`src/rtl/csel_adder_pipe.sv`:
```
`default_nettype none
// +----------------------------------------------------------------------------+
// | csel_adder_pipe : two-stage pipelined carry-select adder/subtractor with    |
// |                   valid/ready handshake on both sides.                      |
// | Revision: 1.0                                                               |
// +----------------------------------------------------------------------------+
module csel_adder_pipe #(
  parameter int WIDTH = 16,
  parameter int BLOCK = 4
) (
  input  logic             clk,
  input  logic             reset,
  input  logic [WIDTH-1:0] A,
  input  logic [WIDTH-1:0] B,
  input  logic             Cin,
  input  logic             sub,
  input  logic             in_valid,
  output logic             in_ready,
  output logic [WIDTH-1:0] sum,
  output logic             Cout,
  output logic             ovf,
  output logic             out_valid,
  input  logic             out_ready
);

  localparam int NB = WIDTH / BLOCK;

  logic             adv;
  logic             xfer_in;
  logic [WIDTH-1:0] b_eff;

  logic [WIDTH-1:0] s0_d, s1_d;
  logic [NB-1:0]    c0_d, c1_d;
  logic             m0_d, m1_d;

  logic [WIDTH-1:0] s0_q, s1_q;
  logic [NB-1:0]    c0_q, c1_q;
  logic             cin_q, m0_q, m1_q;
  logic             v1_q, v2_q;

  logic [WIDTH-1:0] sum_d, sum_q;
  logic             cout_d, cout_q;
  logic             ovf_d, ovf_q;

  assign adv      = !v2_q || out_ready;
  assign in_ready = adv;
  assign xfer_in  = in_valid && adv;
  assign b_eff    = sub ? ~B : B;

  // Each block ripples twice: once assuming carry-in 0, once assuming 1.
  for (genvar k = 0; k < NB; k++) begin : g_blk
    logic [BLOCK-1:0] bs0, bs1;
    logic             bc0, bc1;

    always_comb begin
      logic r0, r1, ai, bi;
      bs0 = '0;
      bs1 = '0;
      r0  = 1'b0;
      r1  = 1'b1;
      ai  = 1'b0;
      bi  = 1'b0;
      for (int i = 0; i < BLOCK; i++) begin
        ai     = A[k*BLOCK + i];
        bi     = b_eff[k*BLOCK + i];
        bs0[i] = ai ^ bi ^ r0;
        bs1[i] = ai ^ bi ^ r1;
        r0     = (ai & bi) | (r0 & (ai ^ bi));
        r1     = (ai & bi) | (r1 & (ai ^ bi));
      end
      bc0 = r0;
      bc1 = r1;
    end

    assign s0_d[k*BLOCK +: BLOCK] = bs0;
    assign s1_d[k*BLOCK +: BLOCK] = bs1;
    assign c0_d[k]                = bc0;
    assign c1_d[k]                = bc1;
  end

  // Carry into the MSB recovered from the MSB sum bit and its operand bits.
  assign m0_d = s0_d[WIDTH-1] ^ A[WIDTH-1] ^ b_eff[WIDTH-1];
  assign m1_d = s1_d[WIDTH-1] ^ A[WIDTH-1] ^ b_eff[WIDTH-1];

  always_ff @(posedge clk) begin
    if (xfer_in) begin
      s0_q  <= s0_d;
      s1_q  <= s1_d;
      c0_q  <= c0_d;
      c1_q  <= c1_d;
      m0_q  <= m0_d;
      m1_q  <= m1_d;
      cin_q <= sub | Cin;
    end
  end

  always_comb begin
    logic [NB:0] sel;
    sel    = '0;
    sum_d  = '0;
    sel[0] = cin_q;
    for (int k = 0; k < NB; k++) begin
      sum_d[k*BLOCK +: BLOCK] = sel[k] ? s1_q[k*BLOCK +: BLOCK] : s0_q[k*BLOCK +: BLOCK];
      sel[k+1]                = sel[k] ? c1_q[k] : c0_q[k];
    end
    cout_d = sel[NB];
    ovf_d  = (sel[NB-1] ? m1_q : m0_q) ^ sel[NB];
  end

  // Results only load from a valid S1 so idle cycles leave outputs untouched.
  always_ff @(posedge clk) begin
    if (reset) begin
      v1_q   <= 1'b0;
      v2_q   <= 1'b0;
      sum_q  <= '0;
      cout_q <= 1'b0;
      ovf_q  <= 1'b0;
    end else if (adv) begin
      v1_q <= in_valid;
      v2_q <= v1_q;
      if (v1_q) begin
        sum_q  <= sum_d;
        cout_q <= cout_d;
        ovf_q  <= ovf_d;
      end
    end
  end

  assign sum       = sum_q;
  assign Cout      = cout_q;
  assign ovf       = ovf_q;
  assign out_valid = v2_q;

endmodule
`default_nettype wire

```
`config.mk`:
```
export PLATFORM = sky130hd
export DESIGN_NAME = csel_adder_pipe
export DESIGN_NICKNAME = d
export VERILOG_FILES = /design/src/rtl/csel_adder_pipe.sv
export SDC_FILE = /design/constraint.sdc
export NUM_CORES = 1
export LEC_CHECK = 0
export ABC_CLOCK_PERIOD_IN_PS = 3260
export CAP_MARGIN = 20
export CELL_PAD_IN_SITES_DETAIL_PLACEMENT = 0
export CELL_PAD_IN_SITES_GLOBAL_PLACEMENT = 1
export CORE_ASPECT_RATIO = 0.6
export CORE_MARGIN = 5
export CORE_UTILIZATION = 42
export CTS_CLUSTER_SIZE = 40
export DETAILED_ROUTE_END_ITERATION = 10
export PLACE_DENSITY_LB_ADDON = 0.1
export SLEW_MARGIN = 20
export SYNTH_ARGS = -nofsm -noshare
export SYNTH_HDL_FRONTEND = slang
export SYNTH_SLANG_ARGS = --single-unit
```
`constraint.sdc`:
```
create_clock -name clk -period 3.26 [get_ports clk]
set_input_delay 0.489 -clock clk [delete_from_list [all_inputs] [get_ports clk]]
set_output_delay 0.489 -clock clk [all_outputs]
set_load 0.01 [all_outputs]
```
**Routing congestion**

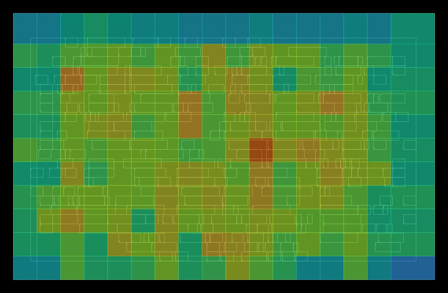
met1 Resource Use GR: 15.8%
Final Util: 57.6%
GRT Overall Usage: 11.6%

==> job_summary.md <==
## Synthesis and layout report

| Metric | Value |
|---|---|
| Outcome | complete, no violations |
| Post-CTS Setup Inserts | 0 |
| Vias | 1794 |
| Inserted Clock Buffers | 9 |
| Die Span Y | 77.9 um |
| Adder Share, Synth | 18.0% |
| Power, Total | 2.42 mW |
| FF+latch count, synth | 63 |
| Post-synth mux share | 6.35% |
| Syn_area_per_cell | 13.1 um^2 |
| Crit path max-delay family | adder cells |
| Final Hold Vio Count | 0 |
| Basic Gates by Area | 4.80% |
| Flop2flop setup slack | 1.19 ns |
| Synth Instances | 247 |
| CTS sink count | 63 |
| Post-Syn Nets | 317 |
| Final setup fails | 0 |
| Reg clk slew, reported paths | 0.05 ns |
| Hold crit path type | flop to flop |
| Worst path most repeated cell | fa_1 |
| Hpwl dp | 3.92 mm |
| Unique masters post-synth | 23 |
| N_taps | 104 |
| Critical path's largest stage delay | 0.55 ns |
| Power of the combinational group | 0.417 mW |
| Register share after synthesis | 52.4% |
| Total instance count after detailed placement | 404 |
| Area-dominant class | flip-flops and latches |
| GR Util met2 | 17.3% |
| Layout area overhead | 31.1% |
| Top cell excl fill/tap | clkdlybuf4s50_1 |
| Clk pwr share | 40.4% |
| First-pass GRT wire length | 8.51 mm |
| Multi-In Gates | 126 |
| # port buffers | 57 |
| Hold Path Stages | 2 |
| Area fraction in compound gates after synthesis | 5.50% |
| Residual DRC | 0 |
| Ys async rst share | 0% |
| GP Congestion | 0.752 |
| Max clock buf depth | 2 |
| Clk_skew | 0.00622 ns |
| Cell row count | 24 |
| Largest logic family | adder cells |
| Htree depth | 3 |
| GR Overflow Total | 0 |
| Uppermost layer routed | met4 |
| Relative slew slack | 35.6% |
| Ys cells | 247 |
| Clock group | 0.977 mW |
| Sequential share of power | 42.4% |
| Fin. max-slew vios | 0 |
| R2r endpoint | sum[13]$_SDFFE_PP0P_ |
| DR WL met2 | 2.29 mm |
| Leakage Power | 1.71 nW |
| Worst Path Max Fanout | 7 |
| Largest net degree at the start of global routing | 45 |
| Layout clock buffers | 9 |
| Routed wl met3 | 252 um |
| Worst EP required | 3.31 ns |
| Cell Count, Final, Fillers Out | 420 |
| Die x size | 123 um |
| Top-count cell post-synth | inv_1 |
| Worst Setup End Kind | flop |
| Seq. pwr | 1.03 mW |
| 1st-pass router iterations | 4 |
| Sw Ratio | 23.2% |
| Buf/Inv on CP | 4 |
| Fillers | 630 |
| Placed Area | 0.00392 mm^2 |
| Post-CTS Hold Fix Bufs | 0 |
| Internal | 1.86 mW |
| Registers | 63 |
| Critical-path top delay cell | clkdlybuf4s50_1 |
| Arr. time, crit path | 2.92 ns |
| Multi-input combinational area share | 30.8% |
| Hold WS | 0.491 ns |
| Finished Cell Area | 0.00423 mm^2 |
| FMAX | 349 MHz |
| R2r worst-path depth | 5 |
| Log Warnings | 30 |
| Number of global-route vias before repair | 1800 |
| # Max-Cap Violations | 0 |
| Wl on met1 | 2.49 mm |
| Top cells, area | edfxtp_1 40%, fa_1 15%, dfxtp_1 12%, inv_1 5.6%, mux2i_1 5.0% |
**I/O nets highlighted**

Scale: 2 px per um.
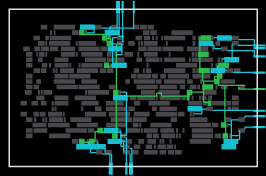
Key: green = `reset` [bits 1, direction input, end cells 21, buffers 1, wire 255 um]; cyan = `sum` [bits 16, direction output, end cells 16, buffers 16, wire 383 um]

No activity file was given, so power comes from the tool's default toggle rates.
